===== src/rtl/mic_spi_capture.sv =====
// SPI capture engine for an ADCS7476-style ADC. It divides the system clock into a sample tick and sCLK
// and returns each 12-bit conversion with a one-cycle DataReady strobe.
module mic_spi_capture #(
    parameter int unsigned CLK_DIV    = 20,
    parameter int unsigned SAMPLE_DIV = 10000,
    parameter int unsigned DATA_BITS  = 12,
    parameter int unsigned FRAME_BITS = 16
) (
    input  logic                 Clock,
    input  logic                 Reset,
    input  logic                 Enable,
    input  logic                 MISO,
    output logic                 nSS,
    output logic                 sCLK,
    output logic [DATA_BITS-1:0] SoundData,
    output logic                 DataReady,
    output logic                 FrameError,
    output logic                 Overrun
);

    localparam int unsigned SW = (SAMPLE_DIV > 1) ? $clog2(SAMPLE_DIV) : 1;
    localparam int unsigned HW = $clog2(CLK_DIV + 1);
    localparam int unsigned BW = $clog2(FRAME_BITS + 1);

    localparam logic [1:0] ST_IDLE  = 2'd0;
    localparam logic [1:0] ST_SHIFT = 2'd1;
    localparam logic [1:0] ST_DONE  = 2'd2;
    localparam logic [1:0] ST_QUIET = 2'd3;

    logic [1:0]            state;
    logic [1:0]            state_next;
    logic [SW-1:0]         samp_cnt;
    logic [HW-1:0]         half_cnt;
    logic [BW-1:0]         bit_cnt;
    logic [FRAME_BITS-1:0] shreg;
    logic                  tick_c;
    logic                  half_last_c;
    logic                  rise_c;

    // Sample-rate divider; held at zero while disabled so no tick can occur.
    always_ff @(posedge Clock) begin
        if (Reset || !Enable) begin
            samp_cnt <= '0;
        end else if (samp_cnt == SW'(SAMPLE_DIV - 1)) begin
            samp_cnt <= '0;
        end else begin
            samp_cnt <= samp_cnt + SW'(1);
        end
    end

    always_comb begin
        tick_c      = Enable && (samp_cnt == SW'(SAMPLE_DIV - 1));
        half_last_c = (half_cnt == HW'(CLK_DIV - 1));
        rise_c      = (state == ST_SHIFT) && half_last_c && !sCLK;
    end

    always_ff @(posedge Clock) begin
        if (Reset) begin
            state <= ST_IDLE;
        end else begin
            state <= state_next;
        end
    end

    always_comb begin
        state_next = state;
        case (state)
            ST_IDLE:  if (tick_c) state_next = ST_SHIFT;
            ST_SHIFT: if (rise_c && bit_cnt == BW'(FRAME_BITS - 1)) state_next = ST_DONE;
            ST_DONE:  state_next = ST_QUIET;
            ST_QUIET: if (half_last_c) state_next = ST_IDLE;
            default:  state_next = ST_IDLE;
        endcase
    end

    // Serial clock, chip select, shift register and result registers.
    always_ff @(posedge Clock) begin
        if (Reset) begin
            nSS        <= 1'b1;
            sCLK       <= 1'b1;
            half_cnt   <= '0;
            bit_cnt    <= '0;
            shreg      <= '0;
            SoundData  <= '0;
            DataReady  <= 1'b0;
            FrameError <= 1'b0;
            Overrun    <= 1'b0;
        end else begin
            DataReady <= 1'b0;
            if (tick_c && state != ST_IDLE) begin
                Overrun <= 1'b1;
            end
            case (state)
                ST_IDLE: begin
                    half_cnt <= '0;
                    bit_cnt  <= '0;
                    sCLK     <= 1'b1;
                    nSS      <= !tick_c;
                end
                ST_SHIFT: begin
                    if (half_last_c) begin
                        half_cnt <= '0;
                        sCLK     <= !sCLK;
                    end else begin
                        half_cnt <= half_cnt + HW'(1);
                    end
                    if (rise_c) begin
                        shreg   <= {shreg[FRAME_BITS-2:0], MISO};
                        bit_cnt <= bit_cnt + BW'(1);
                    end
                end
                ST_DONE: begin
                    nSS        <= 1'b1;
                    sCLK       <= 1'b1;
                    half_cnt   <= '0;
                    SoundData  <= shreg[DATA_BITS-1:0];
                    FrameError <= |shreg[FRAME_BITS-1:DATA_BITS];
                    DataReady  <= 1'b1;
                end
                default: begin
                    // Quiet time: bus idle for one sCLK half-period before the next frame.
                    nSS      <= 1'b1;
                    sCLK     <= 1'b1;
                    half_cnt <= half_last_c ? '0 : half_cnt + HW'(1);
                end
            endcase
        end
    end

endmodule


===== config.mk =====
export PLATFORM = sky130hd
export DESIGN_NAME = mic_spi_capture
export DESIGN_NICKNAME = d
export VERILOG_FILES = /design/src/rtl/mic_spi_capture.sv
export SDC_FILE = /design/constraint.sdc
export NUM_CORES = 1
export LEC_CHECK = 0
export ABC_CLOCK_PERIOD_IN_PS = 2000
export CAP_MARGIN = 5
export CORE_ASPECT_RATIO = 1.1
export CORE_MARGIN = 1
export CORE_UTILIZATION = 39
export DETAILED_ROUTE_END_ITERATION = 7
export PLACE_DENSITY = 0.66
export SLEW_MARGIN = 0
export SYNTH_ARGS = -nofsm -noshare
export SYNTH_HDL_FRONTEND = slang
export SYNTH_SLANG_ARGS = --single-unit

===== constraint.sdc =====
create_clock -name Clock -period 2 [get_ports Clock]
set_input_delay 0.4 -clock Clock [delete_from_list [all_inputs] [get_ports Clock]]
set_output_delay 0.4 -clock Clock [all_outputs]
set_load 0.1 [all_outputs]

==> run notes, run 1 <==
The run has ended; figures from its reports follow.

The total congestion overflow after global routing is 0. The critical path starts at half_cnt[0]. The worst hold margin is 452.4 ps. The number of inserted filler cells in the final layout is 560. The die is 85.17 µm tall. The first-pass GRT wire length came out at 7396 µm.

The depth of the worst hold-timing path came out at 1. In this run, the synthesized area fraction spent on xor and xnor cells is recorded as 6.071%. The total power of the final layout is 0.002380 W.

The instance area after placement is 0.002676 mm². The worst min-delay path startpoint is half_cnt[0]. The total vias in the final route came out at 1,786. The floorplan die width is 77.61 µm.

Clock tree synthesis inserted a total of 9 buffers. The number of buffers inserted to repair setup after CTS came out at 0. The largest registers in the layout are shreg: 16 flops, samp_cnt: 14 flops, SoundData: 12 flops. The flop-to-flop setup slack came out at 270 ps. The category of the worst setup path capture point is a register.

The proportion of layout cells with a drive suffix above 1 is 19.73%. The areal power density over the cells is 822.7 mW/mm². Post-synth the commonest register cell is sky130_fd_sc_hd__dfxtp_1.

The flow ran to the end, and the final reports show no timing, DRC or antenna violations. The total number of warnings across the stage logs is 29. The maximum net fanout on the critical path is 8.

The cell count in the Yosys report is 263. The flip-flop count of the largest register, all copies and words added is 16. The worst setup path is of the register to register kind. The initial core utilization is 41.46%. The signal on the critical path passes through ha_1 -> nor4bb_1 -> buf_4 -> and3b_1 -> a2bb2oi_2 -> mux2i_1.

The post-route worst setup slack came out at 271.9 ps. During I/O placement, the number of pins put on the boundary was 21. The stat command in Yosys gives a chip area of 0.002452 mm². The synthesized netlist net count came out at 275.

The fraction of the yosys area taken by sequential cells is 48.16%. The overall routed net length came out at 4264 µm. The layout contains a multi-input combinational cell count of 184.

The worst setup path is launched from a register. The path with the worst hold slack has its endpoint at half_cnt[0]. The met3 wire length is 123 µm.

The clock input transition at the sequential cells of the worst setup and hold paths came out at 70 ps. The leakage power is 1.040 nW. The number of well taps is 77.

The worst setup slack before clock tree synthesis came out at 298.8 ps. Looking at the reg2reg group, the worst path ends at state[1]. After detailed routing, the number of vias per cell comes to 4.814. Leaving out fill and tap cells, the most frequent cells in the layout are 59 x sky130_fd_sc_hd__dfxtp_1, 38 x sky130_fd_sc_hd__nand2_1, 36 x sky130_fd_sc_hd__nor2_1.

The post-CTS resize count came out at 0. The highest signal layer in the routed design is met4. The worst slew margin relative to its limit is 75.13%. The critical path depth in cells came out at 6. Per the area breakdown, the dominant cell category is registers. The layout clock buffer count is 9. Per the synthesis report, the simple-gate share of the synthesized area is 23.21%.

The total number of placement rows came out at 29. Yosys shows that the main logic family after synthesis is simple AND/OR/NAND/NOR gates. The worst clock skew is 9.288 ps. The global placement routability congestion came out at 0.7748. The synthesized design contains 0 enable-type register cells. The final timing report lists a hold violation count of 0.

The number of distinct library cell variants in the gate-level netlist after synthesis is 40. Before antenna repair, the detailed router went through 4 iterations. The number of antenna violations at the first check in global routing came out at 0. The multiplexer area fraction after synthesis came out at 5.306%. Entering global routing, the biggest net connects 34 pins. Ranked by flip-flop count, first place goes to shreg.

The fraction of cell area in non-clock buffers is 7.266%. The area of the multi-input gates came out at 0.001159 mm². The arrival time of data at the critical path endpoint came out at 1980 ps.

The number of maximum-capacitance constraint violations is 0. The antenna diode count is 0. The combined buffer and inverter count along the critical path came out at 1.
## run 1: layer usage
layer	vias to the layer above	global-route usage (%)
met5	-	0
met4	0	7.204
met3	6	4.194
met2	22	23.01
met1	830	17.52
li1	928	-
## run 1: synthesized netlist by cell type, types with 2 or more instances
cell / n / area (µm²)
sky130_fd_sc_hd__nand2_1: 38 / 142.6
sky130_fd_sc_hd__and4_1: 2 / 17.52
sky130_fd_sc_hd__nor2b_1: 3 / 18.77
sky130_fd_sc_hd__and3_1: 5 / 31.28
sky130_fd_sc_hd__nor4bb_1: 2 / 20.02
sky130_fd_sc_hd__nor3_1: 3 / 15.01
sky130_fd_sc_hd__a21oi_2: 10 / 87.58
sky130_fd_sc_hd__inv_1: 7 / 26.28
sky130_fd_sc_hd__xnor2_1: 8 / 70.07
sky130_fd_sc_hd__xor2_1: 9 / 78.83
sky130_fd_sc_hd__dfxtp_1: 59 / 1181
sky130_fd_sc_hd__ha_1: 8 / 100.1
sky130_fd_sc_hd__nand3_1: 9 / 45.04
sky130_fd_sc_hd__buf_2: 5 / 25.02
sky130_fd_sc_hd__a21oi_1: 8 / 40.04
sky130_fd_sc_hd__nor4_1: 3 / 18.77
sky130_fd_sc_hd__mux2i_1: 13 / 130.1
sky130_fd_sc_hd__nand2_2: 4 / 25.02
sky130_fd_sc_hd__nor2_1: 36 / 135.1
sky130_fd_sc_hd__clkbuf_1: 4 / 15.01
sky130_fd_sc_hd__and2_1: 2 / 12.51
sky130_fd_sc_hd__o21a_1: 4 / 30.03
sky130_fd_sc_hd__nand4_1: 4 / 25.02
## run 1: where the power goes
part,total [W],internal [W],leakage (nW),switching (W)
combinational,0.0000333,0.0000114,0.464,0.0000220
sequential,0.00118,0.00118,0.475,0.00000158
clock,0.00117,0.000696,0.101,0.000473
total,0.00238,0.00188,1.04,0.000496
**Run 1: cell classes on the final placement**

(6 px per µm) Fill, decap, tap and diode cells in grey.
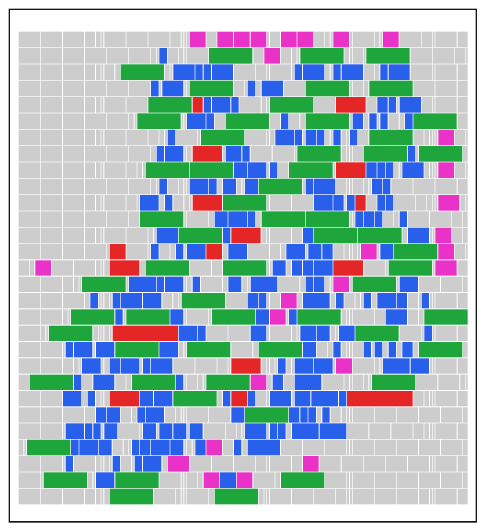
- flip-flops: green (cells 59; share of their area 42%)
- other buffers and delay cells: magenta (cells 27; share of their area 7.5%)
- clock drivers and dummy loads: red (cells 16; share of their area 7.7%)
- all other logic: blue (cells 192; share of their area 43%)
Finished Cell Area: 0.002893 mm²
CORE AREA: 0.005914 mm²
sequential portion of the cell area: 40.83%
utilization after layout: 48.91%

**Run 1: sequential cells coloured by netlist name**

(6 px per µm) Other sequential cells in the stronger grey, the rest of the logic in the fainter grey.
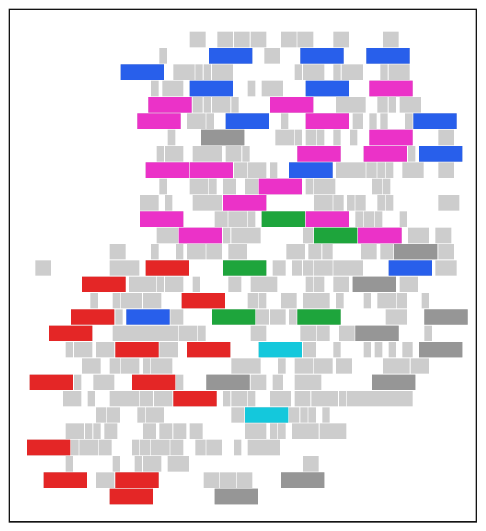
- `shreg`: magenta (placed flops 16)
- `state`: cyan (placed flops 2)
- `bit_cnt`: green (placed flops 5; where middle)
- `SoundData`: blue (placed flops 12)
- `samp_cnt`: red (placed flops 14)
- not coloured: 10
Flop+latch power: 0.00118 W
Reg area: 0.001181 mm²

**Run 1: congestion heat map**

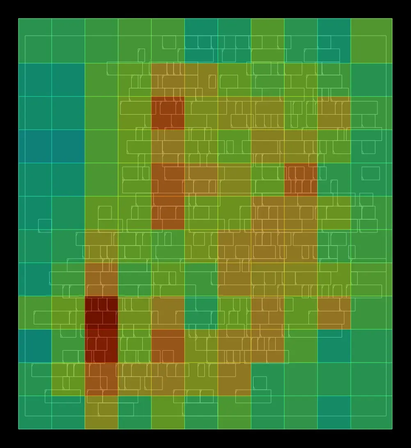
global routing met2 resource utilization: 23.01%
Total Routing Usage GR: 14.35%
met3 capacity usage during global routing: 4.194%
average wire per cell in the routed design: 11.49 µm
met1 Resource Use GR: 17.52%

==> run 2: changes to the inputs <==
--- a/config.mk
+++ b/config.mk
@@ -8,10 +8,9 @@
 export ABC_CLOCK_PERIOD_IN_PS = 2000
 export CAP_MARGIN = 5
 export CORE_ASPECT_RATIO = 1.1
-export CORE_MARGIN = 1
+export CORE_MARGIN = 2
 export CORE_UTILIZATION = 39
 export DETAILED_ROUTE_END_ITERATION = 7
-export PLACE_DENSITY = 0.66
 export SLEW_MARGIN = 0
 export SYNTH_ARGS = -nofsm -noshare
 export SYNTH_HDL_FRONTEND = slang
**Run 2: cell classes on the final placement**

(6 px per µm) Fill, decap, tap and diode cells in grey.
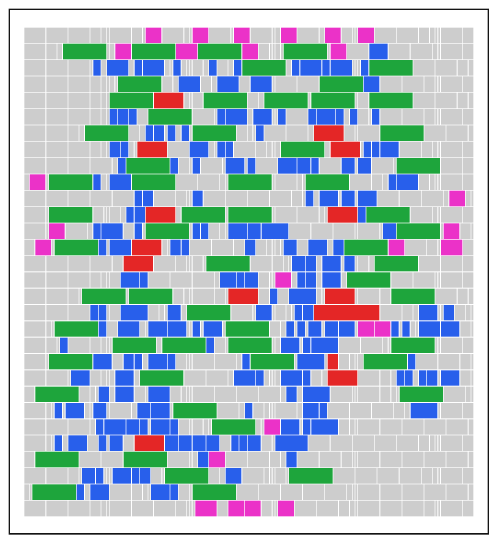
utilization after layout: 46.95%
Finished Cell Area: 0.002873 mm²
floorplan row count: 30
sequential portion of the cell area: 41.11%

==> run 2 against run 1 <==
Against the previous run: critical endpoint unchanged; first-iteration DRC count rose by 3.6%; critical path depth unchanged; largest cell class unchanged; clock power down 7%; flip-flop count is the same; highest routed layer unchanged.
==> run notes, run 2 <==
The run has ended; figures from its reports follow.

The most critical hold endpoint after final layout shows a slack of 454.5 ps. The worst clock skew is 5.341 ps. The global placement routability congestion is 0.7832. The worst setup path is launched from a register. Together, buffers and inverters on the worst path number 1. The overall die height is 87.17 µm. The first-pass GRT wire length is 7472 µm. More flip-flops sit in one register than any other, and that register is shreg. In the final layout, the registers with the most flip-flops are shreg: 16 flops, samp_cnt: 14 flops, SoundData: 12 flops.

For this run, the script counts the antenna cells in the layout as 0. The flop-to-flop setup slack is 290 ps. The part of the total power dissipated in the clock network is 47.3%. The synthesis report names the predominant flop master as sky130_fd_sc_hd__dfxtp_1. The worst setup path is captured at a register. The floorplan die width came out at 79.61 µm. The largest net degree at the start of global routing is 32. In the setup report, the worst path falls into the class register to register. The power report puts the leakage power at 1.039 nW.

The share of total power dissipated in combinational logic is 1.5%. The highest signal layer in the routed design is met4. The areal power density over the cells is 800.3 mW/mm². The number of antenna violations at the first check in global routing is 0. The global-route usage over all layers is 14.03%.

The average wire per cell in the routed design is 11.62 µm. In this run the critical register-to-register path is captured at state[1]. The critical path depth in cells came out at 6. Max-cap violations in this run came to 0.

The flip-flop count of the largest register, all copies and words added came out at 16. The synthesized netlist net count came out at 275. The arrival time of data at the critical path endpoint came out at 1960 ps.

Per the synthesis report, the dominant area consumer among library cells is sky130_fd_sc_hd__dfxtp_1. The cell count in the Yosys report is 263. The instance area after placement is 0.002673 mm². The fraction of synthesized cell area taken by the top area cell type is 48.16%.

The flow ran to the end, and the final reports show no timing, DRC or antenna violations. After synthesis, the cell types taking the most area are sky130_fd_sc_hd__dfxtp_1 48%, sky130_fd_sc_hd__nand2_1 5.8%, sky130_fd_sc_hd__nor2_1 5.5%, sky130_fd_sc_hd__mux2i_1 5.3%, sky130_fd_sc_hd__ha_1 4.1%. The post-CTS resize count came out at 0. Once the floorplan was initialized, standard cells occupied 40.08% of the core.

The number of distinct library cell variants in the gate-level netlist after synthesis came out at 40. Per STA, the startpoint of the critical path is half_cnt[0]. Sorting the synthesized cells by how often they occur yields 59 x sky130_fd_sc_hd__dfxtp_1, 38 x sky130_fd_sc_hd__nand2_1, 36 x sky130_fd_sc_hd__nor2_1.

By instance count after routing, the leading logic cell types are 59 x sky130_fd_sc_hd__dfxtp_1, 38 x sky130_fd_sc_hd__nand2_1, 36 x sky130_fd_sc_hd__nor2_1. The length of the first detailed-routing pass in iterations is 4. The core region area came out at 0.006118 mm². The total vias in the final route is 1,751. The number of buffers inserted to repair setup after CTS is 0. Pin placement for this block handled 21 I/O pins. The signal on the critical path passes through ha_1 -> nor4bb_1 -> buf_4 -> and3b_1 -> a2bb2oi_2 -> mux2i_1.
run 2: cell counts after synthesis:
No cell type changed its count.
run 2: per-layer routing:
| metal | vias to the layer above | GRT usage, % |
|---|---|---|
| met2 | 18 | 22.61 |
| met5 | - | 0 |
| met3 | 9 | 3.112 |
| met1 | 793 | 16.61 |
| li1 | 931 | - |
| met4 | 0 | 9.561 |
run 2: kinds of logic (layout without fill, tap and decap cells):
kind of cell             after synthesis  after routing  share of synthesized area (%)
AND-OR/OR-AND                         28             28                          8.571
XOR/XNOR                              17             17                          6.072
adder cells (fa/ha/maj)                8              8                          4.082
buffers and inverters                 20             48                          4.592
flip-flops                            59             59                          48.16
multiplexers                          13             13                          5.306
AND/OR/NAND/NOR                      118            118                          23.21
run 2: how the worst min path moves through the flow:
stage	start	to	slack (ps)	depth (start not counted)
final	half_cnt[0]	half_cnt[0]	450	1
after global routing	shreg[5]	shreg[6]	490	2
after CTS	half_cnt[0]	half_cnt[0]	460	1
after detailed placement	half_cnt[0]	half_cnt[0]	450	1
after global placement	half_cnt[0]	half_cnt[0]	430	1
after floorplan	half_cnt[0]	half_cnt[0]	420	1
run 2: final cells by class:
cell class	instances	area, µm²	share of cell area (%)
Clock buffer	12	165.2	5.749
Sequential cell	59	1181	41.11
Timing Repair Buffer	26	202.7	7.056
Multi-Input combinational cell	184	1159	40.33
Inverter	8	30.03	1.045
Clock inverter	2	35.03	1.220
Tap cell	80	100.1	3.484
==> run 3: changes to the inputs <==
--- a/config.mk
+++ b/config.mk
@@ -11,7 +11,9 @@
 export CORE_MARGIN = 2
 export CORE_UTILIZATION = 39
 export DETAILED_ROUTE_END_ITERATION = 7
+export HOLD_SLACK_MARGIN = 0.15
 export SLEW_MARGIN = 0
 export SYNTH_ARGS = -nofsm -noshare
 export SYNTH_HDL_FRONTEND = slang
 export SYNTH_SLANG_ARGS = --single-unit
+export TNS_END_PERCENT = 100
**Run 3: congestion heat map**

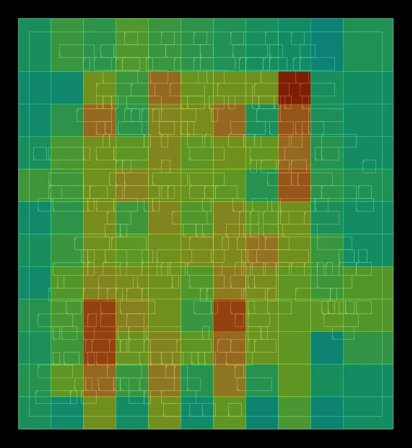
layer with the highest usage: met2
met1 Resource Use GR: 16.61%
Total Routing Usage GR: 14.03%
met3 capacity usage during global routing: 3.112%

==> run 3 against run 2 <==
Against the previous run: total power unchanged; worst hold slack unchanged; register-to-register slack about the same; first-iteration DRC count unchanged; sequential share of layout area unchanged; utilization unchanged; cell area unchanged; maximum frequency unchanged; routed wire length unchanged; synthesized cell count unchanged; critical path type unchanged; highest routed layer unchanged.
==> run notes, run 3 <==
The run has ended; figures from its reports follow.

Per the synth stats, the flop cell with the highest instance count is sky130_fd_sc_hd__dfxtp_1. The end of the worst register-to-register path is state[1]. The chip area line of the yosys report is 0.002452 mm². By area the synthesized netlist is led by sky130_fd_sc_hd__dfxtp_1 48%, sky130_fd_sc_hd__nand2_1 5.8%, sky130_fd_sc_hd__nor2_1 5.5%, sky130_fd_sc_hd__mux2i_1 5.3%, sky130_fd_sc_hd__ha_1 4.1%.

Summing over every cut layer, the via total after detailed routing is 1,751. The die is 87.17 µm tall. Summing the areas of all and, or, nand and nor instances in the mapped netlist gives 23.21% of the synthesized area. The cell count in the Yosys report is 263. The maximum net fanout on the critical path is 8. STA puts the critical path data arrival time at 1960 ps. For this design the static power due to leakage is 1.039 nW. For reference, the top cells by count after synthesis are 59 x sky130_fd_sc_hd__dfxtp_1, 38 x sky130_fd_sc_hd__nand2_1, 36 x sky130_fd_sc_hd__nor2_1.

Routability-driven placement finished with a final weighted congestion of 0.7832. The critical path goes through ha_1 -> nor4bb_1 -> buf_4 -> and3b_1 -> a2bb2oi_2 -> mux2i_1. The largest net degree at the start of global routing is 32. The highest clock rate came out at 586.2 MHz. Dividing the detail-routed via count by the number of cells gives 4.720.

In this run the VDD rail shows a maximum IR drop of 362.6 µV. By instance count after routing, the leading logic cell types are 59 x sky130_fd_sc_hd__dfxtp_1, 38 x sky130_fd_sc_hd__nand2_1, 36 x sky130_fd_sc_hd__nor2_1. The number of buffers inserted to repair setup after CTS came out at 0. TritonRoute reported its final design rule violation total as 0. The registers reported with the highest flop counts are shreg: 16 flops, samp_cnt: 14 flops, SoundData: 12 flops. The fraction of synthesized cell area taken by the top area cell type is 48.16%. For the final database, setup skew stands at 5.341 ps.

The number of distinct library cell variants in the gate-level netlist after synthesis is 40. The most popular library cell in the synthesized design by count is sky130_fd_sc_hd__dfxtp_1. The number of maximum-capacitance constraint violations is 0. The number of inserted filler cells in the final layout is 592. The combined buffer and inverter count along the critical path came out at 1. The CTS report gives the tree buffer count as 9.

The core region area came out at 0.006118 mm². The post-CTS resize count is 0. The total congestion overflow after global routing came out at 0. Measured against its own limit, the worst slew margin works out to 73.85%.

The yosys warning tally came out at 0. Clock-pin slew was measured on the worst setup and hold paths at 60 ps. The total number of placement rows came out at 30. The first-pass GRT wire length is 7472 µm. shreg holds more flip-flops than any other register.

The tool warning count for the run is 29. The launching element type of the critical path is a register. In the hold report, the worst path ends at half_cnt[0]. The area share of and-or/or-and cells after synthesis came out at 8.571%. The number of synthesized flops with an enable pin came out at 0. Looking at area per cell type in the netlist, the leader is sky130_fd_sc_hd__dfxtp_1. The final power report lists total power as 0.002299 W.

For this sky-water flow run, the detailed-routed wirelength per cell is reported as 11.62 µm. The share of the core area taken by cells at floorplan is 40.08%. The critical path depth in cells is 6.

The length of the first detailed-routing pass in iterations came out at 4. Total power normalized to cell area comes to 800.3 mW/mm². The antenna diode count is 0. The floorplan die width came out at 79.61 µm.

The flop-to-flop setup slack came out at 290 ps. TritonCTS built the clock tree. The xor and xnor fraction of the mapped netlist area is 6.071%. The flow ran to the end, and the final reports show no timing, DRC or antenna violations. The register with the most flip-flops in the layout has 16 of them. The proportion of layout cells with a drive suffix above 1 came out at 18.90%. The setup path with the least slack is of type register to register. The multiplexer area fraction after synthesis came out at 5.306%. The number of antenna violations at the first check in global routing is 0. Hold-check failures listed in the final report amount to 0. The number of top-level design ports is 21. The adder and majority cell fraction of the synthesized area is 4.082%. The first routing iteration left 87 violations. The overall routed net length came out at 4312 µm. The fraction of the yosys area taken by sequential cells is 48.16%. STA classifies the critical path endpoint as a register. The synthesized netlist net count is 275. The report gives the cell count of the worst hold path as 1. The startpoint identified for the worst hold timing path is half_cnt[0]. By area, the combinational part of the netlist is dominated by simple AND/OR/NAND/NOR gates.
run 3: cells by family (layout without fill, tap and decap cells):
group                      after synthesis  count (layout)
buffers and inverters                   20              48
muxes                                   13              13
adders and majority gates                8               8
DFF                                     59              59
and+or+nand+nor                        118             118
xor gates and xnor gates                17              17
AOI/OAI and AO/OA                       28              28
run 3: routing by layer:
metal | GRT usage (%) | wire (µm) | vias to the layer above | share of wire [%]
li1 | - | - | 931 | -
met1 | 16.61 | 2153 | 793 | 50
met2 | 22.61 | 1943 | 18 | 45
met3 | 3.112 | 107 | 9 | 2.5
met4 | 9.561 | 107 | 0 | 2.5
met5 | 0 | 0 | - | 0
run 3: worst max path at each step:
stage | slack (ps) | startpoint | end
after global routing | 80 | half_cnt[0] | state[1]
after CTS | 270 | half_cnt[0] | state[1]
after global placement | 310 | half_cnt[0] | bit_cnt[4]
final | 290 | half_cnt[0] | state[1]
after floorplan | 90 | sCLK | shreg[14]
after detailed placement | 290 | Enable | state[1]
run 3: through the flow:
step	setup slack (ps)	util [%]	instance area, µm²	hold WS (ps)
after CTS	274.4	46.95	2873	459.0
after floorplan	93.28	-	2452	417.6
after global placement	313.2	43.68	2673	431.9
after detailed placement	294.1	43.68	2673	446.4
after global routing	80.07	46.95	2873	490.9
final	294.1	46.95	2873	454.5
run 3: final cells by class:
class	instances	area, µm²	area share [%]
Tap cell	80	100.1	3.484
Multi-Input combinational cell	184	1159	40.33
Clock buffer	12	165.2	5.749
Timing Repair Buffer	26	202.7	7.056
Inverter	8	30.03	1.045
Sequential cell	59	1181	41.11
Clock inverter	2	35.03	1.220
run 3: power by group:
group | internal (W) | switching [W] | leakage [nW]
registers | 0.00118 | 0.00000153 | 0.475
clock network | 0.000661 | 0.000425 | 0.104
logic | 0.0000113 | 0.0000224 | 0.460
No activity file was given, so power comes from the tool's default toggle rates.
